Fig. 1: signal wires on met1
Bar = 20 um. Supply wires on this layer in grey.
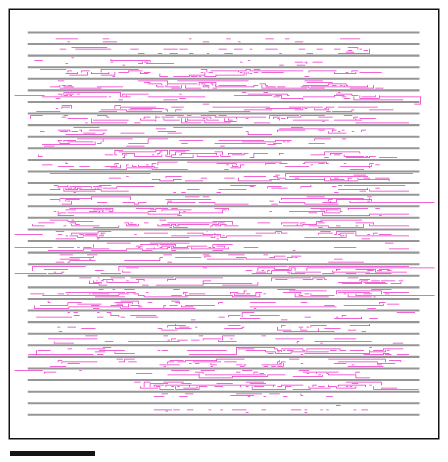
Fig. 2: the metal 3 layer
Bar = 20 um. Cells faint in the background.
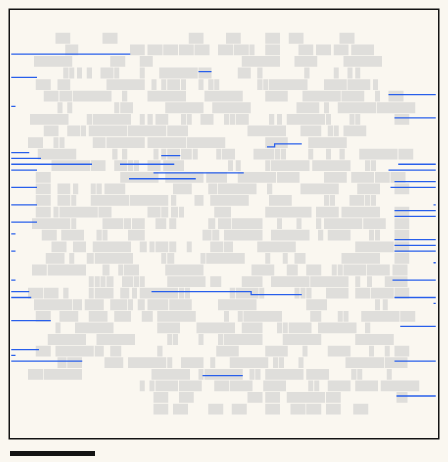
Fig. 3: gate families picked out
Bar = 20 um.
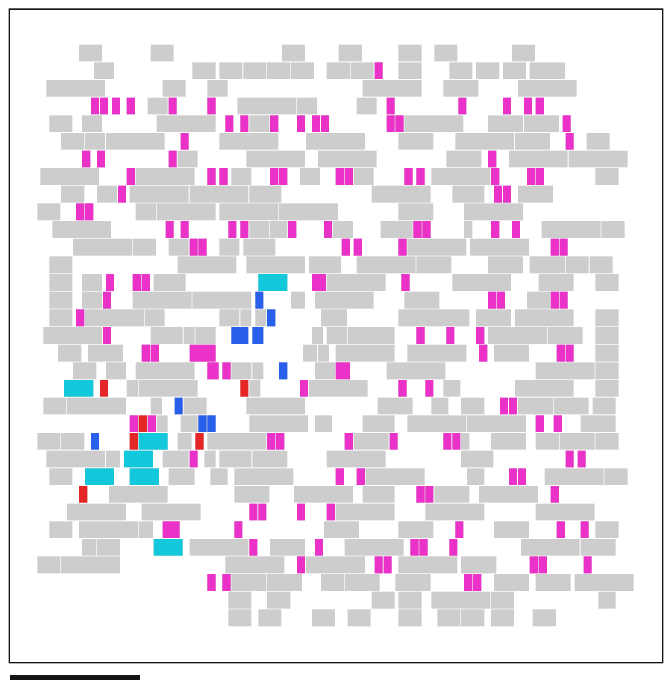
--- config.mk ---
export PLATFORM = sky130hd
export DESIGN_NAME = acc_serializer_flat
export DESIGN_NICKNAME = d
export VERILOG_FILES = /design/src/rtl/acc_pkg.sv /design/src/rtl/acc_serializer_if.sv /design/src/rtl/acc_ser_bit_timer.sv /design/src/rtl/acc_serializer.sv /design/src/flat_wrapper.sv
export SDC_FILE = /design/constraint.sdc
export NUM_CORES = 1
export LEC_CHECK = 0
export CAP_MARGIN = 20
export CELL_PAD_IN_SITES_DETAIL_PLACEMENT = 0
export CELL_PAD_IN_SITES_GLOBAL_PLACEMENT = 1
export CORE_MARGIN = 4
export CORE_UTILIZATION = 44
export DETAILED_ROUTE_END_ITERATION = 8
export PLACE_DENSITY_LB_ADDON = 0.1
export SETUP_SLACK_MARGIN = 0.05
export SYNTH_ARGS = -nofsm -noshare
export SYNTH_HDL_FRONTEND = slang
export SYNTH_SLANG_ARGS = --single-unit
--- constraint.sdc ---
create_clock -name clk -period 4.1 [get_ports clk]
set_input_delay 0.82 -clock clk [delete_from_list [all_inputs] [get_ports clk]]
set_output_delay 0.82 -clock clk [all_outputs]
set_load 0.1 [all_outputs]
--- src/rtl/acc_pkg.sv ---
// Shared types and default sizing for the accumulator serializer.
package acc_pkg;

    localparam int ACC_W       = 64;
    localparam int ACC_CLK_DIV = 4;

    typedef enum logic [1:0] {
        ST_IDLE   = 2'd0,
        ST_SHIFT  = 2'd1,
        ST_PARITY = 2'd2,
        ST_DONE   = 2'd3
    } acc_state_e;

endpackage : acc_pkg

--- src/rtl/acc_serializer_if.sv ---
// Snapshot request and framed serial link between the accumulator and acc_serializer.
interface acc_serializer_if #(
    parameter int DATA_WIDTH = acc_pkg::ACC_W
);

    logic [DATA_WIDTH-1:0] data_in;
    logic                  start;
    logic                  ser_out;
    logic                  ser_clk;
    logic                  ser_frame;
    logic                  busy;
    logic                  done;

    modport master (
        output data_in,
        output start,
        input  ser_out,
        input  ser_clk,
        input  ser_frame,
        input  busy,
        input  done
    );

    modport slave (
        input  data_in,
        input  start,
        output ser_out,
        output ser_clk,
        output ser_frame,
        output busy,
        output done
    );

endinterface : acc_serializer_if

--- src/rtl/acc_ser_bit_timer.sv ---
// Divides clk into serial bit periods: counts div_cnt, produces ser_clk and a bit_tick
// on the last cycle of each bit period.
module acc_ser_bit_timer
    import acc_pkg::*;
#(
    parameter int CLK_DIV = ACC_CLK_DIV
) (
    input  logic clk,
    input  logic rst_n,
    input  logic run,
    input  logic run_next,
    output logic bit_tick,
    output logic ser_clk
);

    localparam int DIV_W = (CLK_DIV > 2) ? $clog2(CLK_DIV) : 1;
    localparam logic [DIV_W-1:0] DIV_LAST = DIV_W'(CLK_DIV - 1);
    localparam logic [DIV_W-1:0] DIV_HALF = DIV_W'(CLK_DIV / 2);

    logic [DIV_W-1:0] div_cnt_q;
    logic [DIV_W-1:0] div_cnt_d;
    logic             ser_clk_q;
    logic             ser_clk_d;

    // Next divider count; ser_clk is derived from the next count so it lines up with the data.
    always_comb begin
        div_cnt_d = DIV_W'(0);
        bit_tick  = 1'b0;
        if (run) begin
            bit_tick = (div_cnt_q == DIV_LAST);
            if (div_cnt_q == DIV_LAST) begin
                div_cnt_d = DIV_W'(0);
            end else begin
                div_cnt_d = div_cnt_q + DIV_W'(1);
            end
        end else begin
            div_cnt_d = DIV_W'(0);
        end
        if (run_next) begin
            ser_clk_d = (div_cnt_d >= DIV_HALF);
        end else begin
            ser_clk_d = 1'b0;
        end
    end

    // Divider and bit clock registers.
    always_ff @(posedge clk or negedge rst_n) begin
        if (!rst_n) begin
            div_cnt_q <= DIV_W'(0);
            ser_clk_q <= 1'b0;
        end else begin
            div_cnt_q <= div_cnt_d;
            ser_clk_q <= ser_clk_d;
        end
    end

    assign ser_clk = ser_clk_q;

endmodule : acc_ser_bit_timer

--- src/rtl/acc_serializer.sv ---
// Snapshots the accumulator on start and shifts it out MSB-first as a framed serial stream.
// Define ACC_SERIALIZER_PARITY_EN to append an even-parity bit to each frame.
module acc_serializer
    import acc_pkg::*;
#(
    parameter int DATA_WIDTH = ACC_W,
    parameter int CLK_DIV    = ACC_CLK_DIV
) (
    input  logic             clk,
    input  logic             rst_n,
    acc_serializer_if.slave  bus
);

    localparam int BC_W = (DATA_WIDTH > 2) ? $clog2(DATA_WIDTH) : 1;
    localparam logic [BC_W-1:0] BIT_LAST = BC_W'(DATA_WIDTH - 1);

    acc_state_e            state_q;
    acc_state_e            state_d;
    logic [DATA_WIDTH-1:0] shreg_q;
    logic [DATA_WIDTH-1:0] shreg_d;
    logic [BC_W-1:0]       bit_cnt_q;
    logic [BC_W-1:0]       bit_cnt_d;
    logic                  ser_out_q;
    logic                  ser_out_d;
    logic                  ser_frame_q;
    logic                  ser_frame_d;
    logic                  busy_q;
    logic                  busy_d;
    logic                  done_q;
    logic                  done_d;
    logic                  run_s;
    logic                  run_next_s;
    logic                  bit_tick_s;
`ifdef ACC_SERIALIZER_PARITY_EN
    logic                  parity_q;
    logic                  parity_d;
`endif

    assign run_s      = (state_q == ST_SHIFT) || (state_q == ST_PARITY);
    assign run_next_s = (state_d == ST_SHIFT) || (state_d == ST_PARITY);

    acc_ser_bit_timer #(
        .CLK_DIV (CLK_DIV)
    ) u_bit_timer (
        .clk      (clk),
        .rst_n    (rst_n),
        .run      (run_s),
        .run_next (run_next_s),
        .bit_tick (bit_tick_s),
        .ser_clk  (bus.ser_clk)
    );

    // Next state, shift register and bit counter.
    always_comb begin
        state_d   = state_q;
        shreg_d   = shreg_q;
        bit_cnt_d = bit_cnt_q;
`ifdef ACC_SERIALIZER_PARITY_EN
        parity_d  = parity_q;
`endif
        case (state_q)
            ST_IDLE: begin
                if (bus.start) begin
                    shreg_d   = bus.data_in;
                    bit_cnt_d = BC_W'(0);
`ifdef ACC_SERIALIZER_PARITY_EN
                    parity_d  = ^bus.data_in;
`endif
                    state_d   = ST_SHIFT;
                end else begin
                    state_d   = ST_IDLE;
                end
            end
            ST_SHIFT: begin
                if (bit_tick_s) begin
                    shreg_d = {shreg_q[DATA_WIDTH-2:0], 1'b0};
                    if (bit_cnt_q == BIT_LAST) begin
                        bit_cnt_d = BC_W'(0);
`ifdef ACC_SERIALIZER_PARITY_EN
                        state_d   = ST_PARITY;
`else
                        state_d   = ST_DONE;
`endif
                    end else begin
                        bit_cnt_d = bit_cnt_q + BC_W'(1);
                    end
                end else begin
                    state_d = ST_SHIFT;
                end
            end
`ifdef ACC_SERIALIZER_PARITY_EN
            ST_PARITY: begin
                if (bit_tick_s) begin
                    state_d = ST_DONE;
                end else begin
                    state_d = ST_PARITY;
                end
            end
`endif
            ST_DONE: begin
                state_d = ST_IDLE;
            end
            default: begin
                state_d = ST_IDLE;
            end
        endcase
    end

    // Outputs are computed from the next state so the registered pins track the FSM cycle-exactly.
    always_comb begin
        ser_out_d   = 1'b0;
        ser_frame_d = run_next_s;
        busy_d      = run_next_s;
        done_d      = (state_d == ST_DONE);
        case (state_d)
            ST_SHIFT: begin
                ser_out_d = shreg_d[DATA_WIDTH-1];
            end
`ifdef ACC_SERIALIZER_PARITY_EN
            ST_PARITY: begin
                ser_out_d = parity_d;
            end
`endif
            default: begin
                ser_out_d = 1'b0;
            end
        endcase
    end

    // FSM state, datapath and registered output flops.
    always_ff @(posedge clk or negedge rst_n) begin
        if (!rst_n) begin
            state_q     <= ST_IDLE;
            shreg_q     <= '0;
            bit_cnt_q   <= BC_W'(0);
            ser_out_q   <= 1'b0;
            ser_frame_q <= 1'b0;
            busy_q      <= 1'b0;
            done_q      <= 1'b0;
`ifdef ACC_SERIALIZER_PARITY_EN
            parity_q    <= 1'b0;
`endif
        end else begin
            state_q     <= state_d;
            shreg_q     <= shreg_d;
            bit_cnt_q   <= bit_cnt_d;
            ser_out_q   <= ser_out_d;
            ser_frame_q <= ser_frame_d;
            busy_q      <= busy_d;
            done_q      <= done_d;
`ifdef ACC_SERIALIZER_PARITY_EN
            parity_q    <= parity_d;
`endif
        end
    end

    assign bus.ser_out   = ser_out_q;
    assign bus.ser_frame = ser_frame_q;
    assign bus.busy      = busy_q;
    assign bus.done      = done_q;

endmodule : acc_serializer
--- src/flat_wrapper.sv ---
// flat-port wrapper written by rule: the top's interface ports become plain ports
module acc_serializer_flat import acc_pkg::*;
#(
    parameter int DATA_WIDTH = ACC_W,
    parameter int CLK_DIV    = ACC_CLK_DIV
)
  (clk, rst_n, bus_data_in, bus_start, bus_ser_out, bus_ser_clk, bus_ser_frame, bus_busy, bus_done);
  acc_serializer_if #(.DATA_WIDTH(DATA_WIDTH)) bus_i ();
  input  logic clk;
  input  logic rst_n;
  input wire logic [$bits(bus_i.data_in)-1:0] bus_data_in;
  input wire logic [$bits(bus_i.start)-1:0] bus_start;
  output wire logic [$bits(bus_i.ser_out)-1:0] bus_ser_out;
  output wire logic [$bits(bus_i.ser_clk)-1:0] bus_ser_clk;
  output wire logic [$bits(bus_i.ser_frame)-1:0] bus_ser_frame;
  output wire logic [$bits(bus_i.busy)-1:0] bus_busy;
  output wire logic [$bits(bus_i.done)-1:0] bus_done;
  assign bus_i.data_in = bus_data_in;
  assign bus_i.start = bus_start;
  assign bus_ser_out = bus_i.ser_out;
  assign bus_ser_clk = bus_i.ser_clk;
  assign bus_ser_frame = bus_i.ser_frame;
  assign bus_busy = bus_i.busy;
  assign bus_done = bus_i.done;
  acc_serializer #(.DATA_WIDTH(DATA_WIDTH), .CLK_DIV(CLK_DIV)) u_core (.clk(clk), .rst_n(rst_n), .bus(bus_i));
endmodule
==> Slide: Implementation Results <==
Physical Implementation Snapshot

Power
  – Switching share of power: 40.33%
  – Pint: 2.072 mW
  – Leak pwr: 2.036 nW
  – Pwr dens: 739.6 nW/um^2
  – Sw power: 1.401 mW
  – Worst vdd ir: 477.8 uV
  – Clock Power Share: 16.9%
  – Sequential power share: 39.8%
  – Comb power frac: 43.4%

Setup path
  – Family with the most delay on the worst path: buffers and inverters
  – FF-to-FF End: u_core.u_bit_timer.ser_clk
  – CP Class: flop to output pin
  – Reg-to-reg startpoint: u_core.state_q[1]
  – Cell Chain, Critical Path: clkdlybuf4s50_1
  – Arrival @ worst endpoint: 1830 ps
  – R2R cell count: 7
  – Setup crit start kind: flop
  – Kind of end point of the critical path: output pin
  – Crit path largest cell delay: 1140 ps
  – R2r setup slk: 1720 ps
  – CP max FO: 2
  – Slowest CP cell: clkdlybuf4s50_1
  – Critical Path RT: 3280 ps
  – WP buf/inv: 1

Logic synthesis
  – Post-synth regs: 78
  – Post-Synth XOR/XNOR Area: 0.2328%
  – Cell Type Count: 30
  – Yosys chip area: 3762 sq um
  – Largest logic family: AND-OR/OR-AND gates
  – # Cells Yosys: 352
  – Basic Gates by Area: 16.00%
  – Syn Area/Cell: 10.69 sq um
  – Cells after synthesis: 352
  – Post-synth ARST share: 100.0%
  – Synth Seq Share: 51.88%
  – Mux area share: 0.5653%
  – EDFF count, synth: 0
  – Yosys Warn Count: 0
  – Complex Gates by Area: 23.78%
  – Fa+ha+maj area frac: 2.328%
  – Synthesized Nets: 426
  – Top FF cell, synth: dfrtp_1
  – Mapped Area: 3762 sq um

Cells and area
  – ANT cells: 0
  – Area grow syn2layout: 24.81%
  – Fill cells: 752
  – Fin area: 4696 sq um
  – Layout cell share with drive strength beyond 1: 15.90%
  – Nets: 484

Clocking
  – Post-CTS setup buffer count: 0
  – Worst skew pair latency: 340 ps
  – # hold bufs at CTS: 0
  – PostCTS Resize Cnt: 0
  – H-tree depth: 3
  – Inserted Clock Buffers: 9
  – CTS clk-pin slew, worst paths: 70 ps
  – Clk sinks: 78
  – CTS root buf: clkbuf_8
  – CTS tree: built
  – Clk buf depth: 2

Place
  – PortBufs: 71
  – Placer Congestion: 0.7194
  – Cell Area, Placed: 4494 sq um
  – Dpl hpwl: 4.984 mm

Final timing
  – Post-Route Skew: 6.634 ps
  – Crit share post-route: 64.65%
  – Final-report max-slew violation count: 0
  – Final Hold Fails: 0
  – Slew HR: 33.76%
  – Fmax: 377.3 MHz
  – Worst slew pin tran: 993.7 ps
  – Finish-stage setup viols: 0
  – Setup TNS: 0 ps
  – Period minus WS final: 2650 ps
  – RSZ-0062 raised after global routing: false

Drt
  – Post-route ant nets: 0
  – Drt via density: 5.425
  – Wirelength, routed: 8.067 mm
  – DR DRC count: 0
  – Avg WL per Cell: 15.51 um
  – Vias: 2,821
  – Iteration-0 DRC Markers: 120
  – DRT Pass-1 Iters: 4

Die
  – Num rows: 33
  – Core region area: 8258 sq um
  – Die Ht: 100.5 um
  – Fp_density: 45.56%
  – Die X: 100.5 um
  – # IOs: 72
  – Die area: 10,090 sq um

GRT
  – Initial antenna violation count: 0
  – Maximum number of pins on one net before global-route repair: 79
  – Global-route wire length before repair: 13.67 mm
  – Gr usage total: 16.87%
  – Total gr overflow: 0
  – Vias in the first global route: 2,769

Worst hold path
  – WHS Path Cells: 1
  – Hold Crit Start: u_core.u_bit_timer.div_cnt_q[0]
  – Hold WC Path Type: flop to flop
  – WHS Endpoint: u_core.u_bit_timer.div_cnt_q[0]

Flow run
  – Tool Warnings: 29
  – Max-capacitance violation count: 0

Run status
  – Status: finished clean
-- Fig. 1 (at the start) --
share of all routed wire = 49%
nets with wire on the layer = 426

-- Fig. 2 (at the start) --
nets with wire on the layer = 43
main direction = horizontal
longest straight run = 27.6 um
wire length on this layer = 391 um

-- Fig. 3 (at the start) --
inv cells -> red  # cells 6, most used inv_1
nor cells -> magenta  # cells 134, most used nor2_1, where spread over the die
nand cells -> blue  # cells 9, most used nand2_1
fa/ha/maj cells -> cyan  # cells 7, most used ha_1

## final cells by class
cell class              count  area, sq um  share of cell area [%]
flip-flops and latches     78         1952                   41.57
multi-input cells         239         1630                   34.72
repair buffers             76        758.2                   16.15
clock buffers              13        158.9                   3.384
well taps                 105        131.4                   2.798
clock inverters             3        42.54                  0.9059
inverters                   6        22.52                  0.4796
## layout by cell type, fill, tap and decap left out, types with 5 or more instances in the layout
cell               n
clkbuf_8          11
a221oi_1          22
clkdlybuf4s50_1   70
buf_4              5
a221oi_2          40
ha_1               7
dfrtp_1           78
o21ai_0            8
nor2_1           129
inv_1              6
nand2_1            7
## per-layer routing
layer	share of wire, %	up-vias	routed length [um]	track usage [%]
met4	0.71	0	57	4.041
met3	4.8	4	390	4.360
met5	0	-	0	0
met2	46	55	3691	25.23
met1	49	1394	3928	24.64
li1	-	1368	-	-
## kinds of logic after synthesis
| logic type | after synthesis |
|---|---|
| adders and majority gates | 7 |
| and+or+nand+nor | 151 |
| xor gates and xnor gates | 1 |
| DFF | 78 |
| buffers and inverters | 35 |
| muxes | 2 |
| AOI/OAI and AO/OA | 78 |
## worst max-delay path by stage
stage / start / endpoint / slack (ps) / cells after the start
finish: u_core.bus.ser_frame / bus_ser_frame / 1450 / 1
global route: u_core.bus.ser_frame / bus_busy / 1380 / 1
detailed placement: bus_start / u_core.shreg_q[55] / 1280 / 6
floorplan: u_core.bus.ser_frame / bus_ser_frame / 1960 / 1
global placement: bus_start / u_core.shreg_q[18] / 1320 / 6
CTS: u_core.bus.ser_frame / bus_ser_frame / 1420 / 1
## sequential cells by signal (all words and copies together) (netlist names)
register                      flops
u_core.shreg_q                   64
u_core.state_q                    2
u_core.u_bit_timer.ser_clk        1
u_core.bus.ser_out                1
u_core.bit_cnt_q                  6
u_core.bus.done                   1
u_core.u_bit_timer.div_cnt_q      2
u_core.bus.ser_frame              1
## Yosys cell counts, types with 3 or more instances
cell / n / area [sq um]
a221oi_1: 22 / 192.7
a221oi_2: 40 / 600.6
and2_1: 4 / 25.02
and3_1: 3 / 18.77
buf_2: 19 / 95.09
buf_6: 5 / 56.30
dfrtp_1: 78 / 1952
ha_1: 7 / 87.58
inv_1: 6 / 22.52
nand2_1: 7 / 26.28
nor2_1: 130 / 488.0
o21ai_0: 8 / 40.04
## power by group through the flow
| stage | Combinational [mW] | Sequential, mW | Clock [mW] |
|---|---|---|---|
| floorplan | 1.17 | 1.42 | 0 |
| global placement | 1.50 | 1.38 | 0 |
| detailed placement | 1.53 | 1.39 | 0 |
| CTS | 1.54 | 1.38 | 0.605 |
| global route | 1.72 | 1.43 | 0.633 |
| finish | 1.51 | 1.38 | 0.586 |
## metrics by stage
step	hold WS (ps)	power [mW]	setup slack (ps)	cells	util (%)
6_report	444.3	3.473	1450	520	56.86
5_1_grt	472.4	3.779	1382	520	56.86
4_1_cts	444.1	3.521	1421	520	56.86
3_5_place_dp	433.7	2.923	1283	504	54.42
3_3_place_gp	424.1	2.881	1322	504	54.42
2_1_floorplan	413.9	2.589	1956	352	-
Power and IR drop assume default switching activity.
